**Placement by cell class**

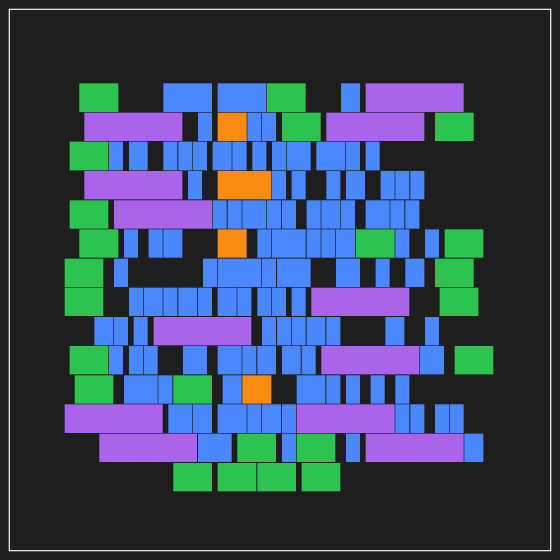
**Cell density map**

The bar under the picture is 20 um long. 10 x 10 tiles, from dark blue (low) to red (high), 0 to 100% covered.
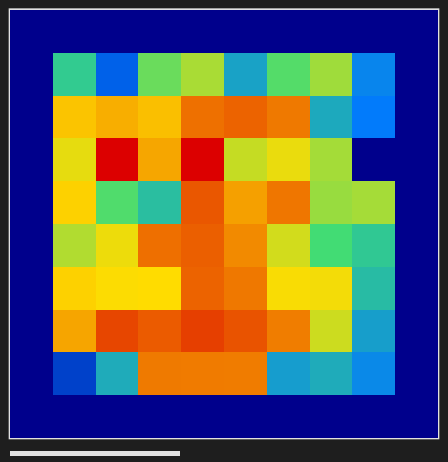
**Wire density map**

The bar under the picture is 20 um long. 10 x 10 tiles, from dark blue (low) to red (high), scaled to the fullest tile. Values are wire area over tile area, all layers added.
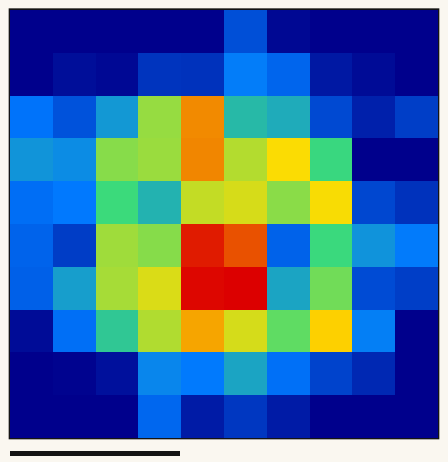
**Routing congestion**

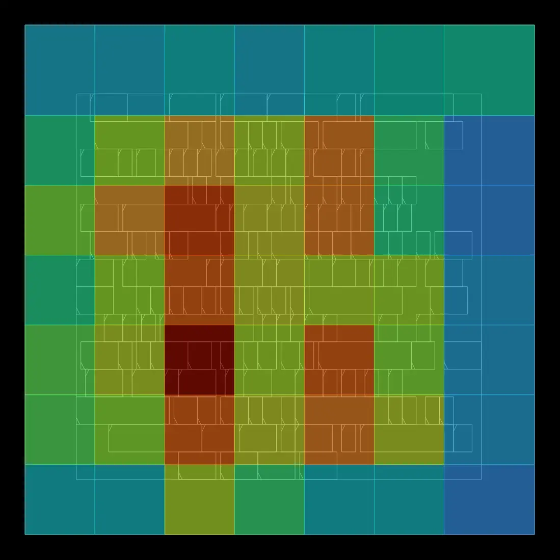
**Drive-strength map**

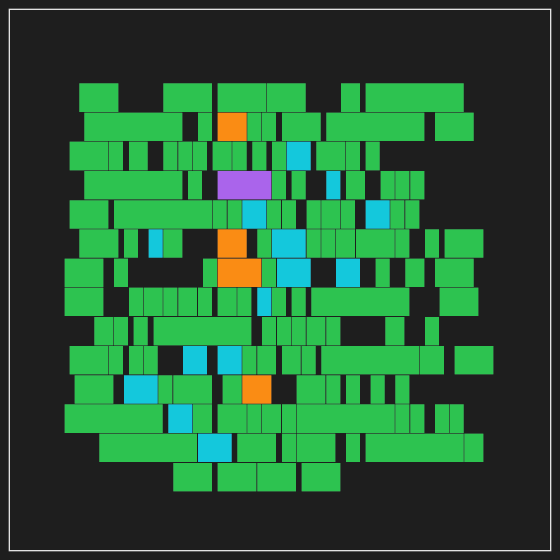
### src/rtl/bcd_pkg.sv
// Shared definitions for the BCD counter datapath: digit limit, the counter
// state type and the nibble-validity check used on load values.
package bcd_pkg;

  localparam logic [3:0] BCD_MAX = 4'd9;

  typedef enum logic [1:0] {
    StIdle,
    StRun,
    StHold
  } bcd_state_e;

  // True when the nibble is a legal BCD digit.
  function automatic logic bcd_nibble_valid(input logic [3:0] nib);
    return nib <= BCD_MAX;
  endfunction

endpackage

### src/rtl/bcd_down_counter_if.sv
// Control/status bundle of the BCD down counter. The controller drives
// load/start/pause; the counter drives the count and its status pulses.
interface bcd_down_counter_if #(
  parameter int unsigned DIGITS = 2
);

  logic                  load;
  logic [4*DIGITS-1:0]   load_val;
  logic                  start;
  logic                  pause;
  logic [4*DIGITS-1:0]   Q_out;
  logic                  busy;
  logic                  done;
  logic                  load_err;

  modport master (
    output load, load_val, start, pause,
    input  Q_out, busy, done, load_err
  );

  modport slave (
    input  load, load_val, start, pause,
    output Q_out, busy, done, load_err
  );

endinterface

### src/rtl/bcd_digit_dec.sv
// One BCD digit of the decrement chain. borrow_in requests a decrement of this
// digit; a digit at 0 wraps to 9 and passes the borrow on.
module bcd_digit_dec
  import bcd_pkg::*;
(
  input  logic [3:0] digit,
  input  logic       borrow_in,
  output logic [3:0] digit_next,
  output logic       borrow_out
);

  // Decrement with wrap 0 -> 9 when a borrow arrives.
  always_comb begin
    digit_next = digit;
    borrow_out = 1'b0;
    if (borrow_in) begin
      if (digit == 4'd0) begin
        digit_next = BCD_MAX;
        borrow_out = 1'b1;
      end else begin
        digit_next = digit - 4'd1;
      end
    end
  end

endmodule

### src/rtl/bcd_down_counter.sv
// Multi-digit BCD countdown timer: load a BCD value, count down one unit per
// clock while running, pulse done at terminal count.
// Optional feature macro: BCD_DOWN_AUTO_RELOAD_EN (restart from the last
// loaded value after each terminal count).
module bcd_down_counter
  import bcd_pkg::*;
#(
  parameter int unsigned DIGITS = 2
) (
  input  logic              clk,
  input  logic              rst_asyn,
  bcd_down_counter_if.slave bus
);

  localparam int unsigned W = 4 * DIGITS;

  bcd_state_e state_q, state_d;
  logic [W-1:0] q_q, q_d;
  logic         done_q, done_d;
  logic         err_q, err_d;
`ifdef BCD_DOWN_AUTO_RELOAD_EN
  logic [W-1:0] reload_q, reload_d;
`endif

  logic [W-1:0]    dec_val;
  logic [DIGITS:0] borrow;
  logic            q_zero;
  logic            load_ok;

  // Digit 0 always sees a borrow, so the chain's final borrow_out is set
  // exactly when every digit is zero.
  assign borrow[0] = 1'b1;
  assign q_zero    = borrow[DIGITS];

  for (genvar g = 0; g < DIGITS; g++) begin : g_digit
    bcd_digit_dec u_digit (
      .digit      (q_q[4*g +: 4]),
      .borrow_in  (borrow[g]),
      .digit_next (dec_val[4*g +: 4]),
      .borrow_out (borrow[g+1])
    );
  end

  // Every nibble of the load value must be a legal BCD digit.
  always_comb begin
    load_ok = 1'b1;
    for (int i = 0; i < DIGITS; i++) begin
      load_ok = load_ok & bcd_nibble_valid(bus.load_val[4*i +: 4]);
    end
  end

  // Next-state: load has priority over start, start over pause/count.
  always_comb begin
    state_d = state_q;
    q_d     = q_q;
    done_d  = 1'b0;
    err_d   = 1'b0;
`ifdef BCD_DOWN_AUTO_RELOAD_EN
    reload_d = reload_q;
`endif
    if (bus.load) begin
      if (load_ok) begin
        q_d     = bus.load_val;
        state_d = StIdle;
`ifdef BCD_DOWN_AUTO_RELOAD_EN
        reload_d = bus.load_val;
`endif
      end else begin
        err_d = 1'b1;
      end
    end else begin
      unique case (state_q)
        StIdle: begin
          if (bus.start) begin
            if (q_zero) begin
              done_d = 1'b1;
            end else begin
              state_d = StRun;
            end
          end
        end
        StRun, StHold: begin
          if (bus.pause) begin
            state_d = StHold;
          end else begin
            state_d = StRun;
            if (q_zero) begin
              // Only reachable after an auto-reload terminal count.
`ifdef BCD_DOWN_AUTO_RELOAD_EN
              if (reload_q == '0) begin
                state_d = StIdle;
              end else begin
                q_d = reload_q;
              end
`else
              state_d = StIdle;
`endif
            end else begin
              q_d = dec_val;
              if (dec_val == '0) begin
                done_d = 1'b1;
`ifdef BCD_DOWN_AUTO_RELOAD_EN
                if (reload_q == '0) begin
                  state_d = StIdle;
                end
`else
                state_d = StIdle;
`endif
              end
            end
          end
        end
        default: state_d = StIdle;
      endcase
    end
  end

  // State and output registers.
  always_ff @(posedge clk or posedge rst_asyn) begin
    if (rst_asyn) begin
      state_q <= StIdle;
      q_q     <= '0;
      done_q  <= 1'b0;
      err_q   <= 1'b0;
`ifdef BCD_DOWN_AUTO_RELOAD_EN
      reload_q <= '0;
`endif
    end else begin
      state_q <= state_d;
      q_q     <= q_d;
      done_q  <= done_d;
      err_q   <= err_d;
`ifdef BCD_DOWN_AUTO_RELOAD_EN
      reload_q <= reload_d;
`endif
    end
  end

  assign bus.Q_out    = q_q;
  assign bus.busy     = (state_q != StIdle);
  assign bus.done     = done_q;
  assign bus.load_err = err_q;

endmodule

### src/flat_wrapper.sv
// flat-port wrapper written by rule: the top's interface ports become plain ports
module bcd_down_counter_flat import bcd_pkg::*;
#(
  parameter int unsigned DIGITS = 2
)
  (clk, rst_asyn, bus_load, bus_load_val, bus_start, bus_pause, bus_Q_out, bus_busy, bus_done, bus_load_err);
  bcd_down_counter_if #(.DIGITS(DIGITS)) bus_i ();
  input  logic clk;
  input  logic rst_asyn;
  input wire logic [$bits(bus_i.load)-1:0] bus_load;
  input wire logic [$bits(bus_i.load_val)-1:0] bus_load_val;
  input wire logic [$bits(bus_i.start)-1:0] bus_start;
  input wire logic [$bits(bus_i.pause)-1:0] bus_pause;
  output wire logic [$bits(bus_i.Q_out)-1:0] bus_Q_out;
  output wire logic [$bits(bus_i.busy)-1:0] bus_busy;
  output wire logic [$bits(bus_i.done)-1:0] bus_done;
  output wire logic [$bits(bus_i.load_err)-1:0] bus_load_err;
  assign bus_i.load = bus_load;
  assign bus_i.load_val = bus_load_val;
  assign bus_i.start = bus_start;
  assign bus_i.pause = bus_pause;
  assign bus_Q_out = bus_i.Q_out;
  assign bus_busy = bus_i.busy;
  assign bus_done = bus_i.done;
  assign bus_load_err = bus_i.load_err;
  bcd_down_counter #(.DIGITS(DIGITS)) u_core (.clk(clk), .rst_asyn(rst_asyn), .bus(bus_i));
endmodule
### config.mk
export PLATFORM = sky130hd
export DESIGN_NAME = bcd_down_counter_flat
export DESIGN_NICKNAME = d
export VERILOG_FILES = /design/src/rtl/bcd_pkg.sv /design/src/rtl/bcd_down_counter_if.sv /design/src/rtl/bcd_digit_dec.sv /design/src/rtl/bcd_down_counter.sv /design/src/flat_wrapper.sv
export SDC_FILE = /design/constraint.sdc
export NUM_CORES = 1
export LEC_CHECK = 0
export ABC_AREA = 1
export CAP_MARGIN = 20
export CORE_MARGIN = 5
export CORE_UTILIZATION = 52
export CTS_BUF_LIST = sky130_fd_sc_hd__clkbuf_2 sky130_fd_sc_hd__clkbuf_4 sky130_fd_sc_hd__clkbuf_8
export CTS_CLUSTER_SIZE = 14
export DETAILED_ROUTE_END_ITERATION = 8
export GPL_ROUTABILITY_DRIVEN = 0
export PLACE_DENSITY = 0.85
export SYNTH_ARGS = -nofsm -noshare
export SYNTH_HDL_FRONTEND = slang
export SYNTH_SLANG_ARGS = --single-unit
### constraint.sdc
create_clock -name clk -period 3.3 [get_ports clk]
set_input_delay 0.825 -clock clk [delete_from_list [all_inputs] [get_ports clk]]
set_output_delay 0.825 -clock clk [all_outputs]
set_load 0.01 [all_outputs]
==> results.txt <==
run metrics: TritonCTS Sinks=12, total global-route track usage=18.2%, setup total negative slack=0 ns, yosys-reported design area after synthesis=about 850 um2, Pint=about 0.46 mW, final critical path time including I/O delays and setup=~2.4 ns, outcome=finished, final reports clean, number of slew-limit violations in the final report=0, M1 wire length=922 um, Fin Hold WS=roughly 0.52 ns, worst min path class=reg2reg, CTS buffer count=3, highest metal layer used by the detailed router=met4, share of cells above drive strength 1=roughly 13%, series of cell instances along the critical path=inv_1 -> ha_1 -> inv_1 -> clkdlybuf4s50_1, share of async-settable or async-resettable flops after synthesis=100%, Setup Buffers After CTS=0, level count of the clock H-tree=1, most used standard cell by instance count after synthesis=sky130_fd_sc_hd__nand2_1, number of enable flip-flop cells=0, Worst path max stage delay=about 0.54 ns, initial antenna violation count=0, HPWL after detailed placement=between 1.5 and 2 mm
About 'placement by cell class':
- orange: clock drivers and dummy loads (cells 4; share of their area 3.4%)
- green: remaining buffers and delay cells (cells 23; share of their area 21%)
- blue: remaining logic cells (cells 108; share of their area 47%)
- purple: registers (cells 12; share of their area 28%)
Core Box Area: 0.00152 mm2
post-route core utilization: 71.8%

About 'cell density map':
- densest ninth of the die: center
- tiles over 75% full: 28%
- mean over tiles: 42%
- fullest tile: 100%
- emptiest ninth of the die: upper right
- nearly empty tiles: 37%

About 'wire density map':
- tiles over half the peak: 25%
- nearly empty tiles: 24%
- mean over tiles: 0.14

About 'routing congestion':
post-DR wirelength/cell: 13.0 um
met1 usage: 26.9%
most crowded layer after global routing: met2
fraction of met2 tracks used by global routing: 27.4%

About 'drive-strength map':
- cyan: x2 (cells 14)
- orange: x3 and x4 (cells 4)
- purple: x6 and larger (cells 1)
- green: x1 and smaller (cells 128)
Non-clock buffers: 23
final worst setup slack: 0.937 ns
final non-filler cell area: 0.00109 mm2

## metrics by stage
stage                     util (%)  cells
after global routing          71.8    163
final                         71.8    163
after floorplan                  -    123
after global placement        69.4    159
after detailed placement      69.4    159
after CTS                     71.8    163
## logic make-up after synthesis
family / count (synthesis) / share of synthesized area [%]
compound gates: 20 / 14.5
fa+ha+maj: 2 / 2.96
buf+inv: 18 / 11.2
flops: 12 / 35.5
simple gates: 71 / 35.8
## placed cells by master, fill, tap and decap left out, types with 4 or more instances in the layout
master	instances
sky130_fd_sc_hd__o21ai_0	5
sky130_fd_sc_hd__o21ai_1	4
sky130_fd_sc_hd__nand2_1	44
sky130_fd_sc_hd__inv_1	12
sky130_fd_sc_hd__a21oi_1	4
sky130_fd_sc_hd__o21ai_2	4
sky130_fd_sc_hd__nand3_1	7
sky130_fd_sc_hd__dfrtp_1	12
sky130_fd_sc_hd__nor2_1	11
sky130_fd_sc_hd__clkdlybuf4s50_1	23
## tightest hold or removal path, cell delays in order (launching register included)
cell and delay, ns:
sky130_fd_sc_hd__dfrtp_1 0.37, sky130_fd_sc_hd__nand2_1 0.06, sky130_fd_sc_hd__nand2_1 0.06
## state kept, by name, indices dropped and copies added, names as in the netlist
signal and flops:
u_core.bus.load_err 1, u_core.bus.Q_out 8, u_core.bus.done 1, u_core.state_q 2
## layer usage
metal | vias up | GRT usage (%)
met5 | - | 0
met4 | 0 | 5.11
met3 | 5 | 2.96
met2 | 28 | 27.4
met1 | 399 | 26.9
li1 | 434 | -
## power by group through the flow
| stage | clock [mW] | sequential (mW) | combinational, mW |
|---|---|---|---|
| final | 0.120 | 0.262 | 0.439 |
| after global routing | 0.130 | 0.271 | 0.485 |
| after CTS | 0.120 | 0.259 | 0.441 |
| after detailed placement | 0 | 0.262 | 0.437 |
| after global placement | 0 | 0.260 | 0.423 |
| after floorplan | 0 | 0.272 | 0.255 |
## area by class of cell
type / instances / area, um2 / area share, %
clock buffers: 4 / 36.3 / 3.32
flip-flops and latches: 12 / 300 / 27.5
repair buffers: 23 / 230 / 21.1
well taps: 16 / 20.0 / 1.83
multi-input cells: 93 / 450 / 41.2
inverters: 15 / 56.3 / 5.15
## final timing paths
path	from	slack [ns]	end
hold reg to reg	u_core.state_q[1]	0.52	u_core.state_q[1]
setup / recovery	u_core.state_q[0]	0.94	bus_busy
hold / removal	u_core.state_q[1]	0.52	u_core.state_q[1]
min in group asynchronous	rst_asyn	0.84	u_core.bus.Q_out[3]
max in group asynchronous	rst_asyn	2.14	u_core.bus.Q_out[7]
setup reg to reg	u_core.bus.Q_out[0]	1.59	u_core.bus.Q_out[4]
Power and IR drop assume default switching activity.
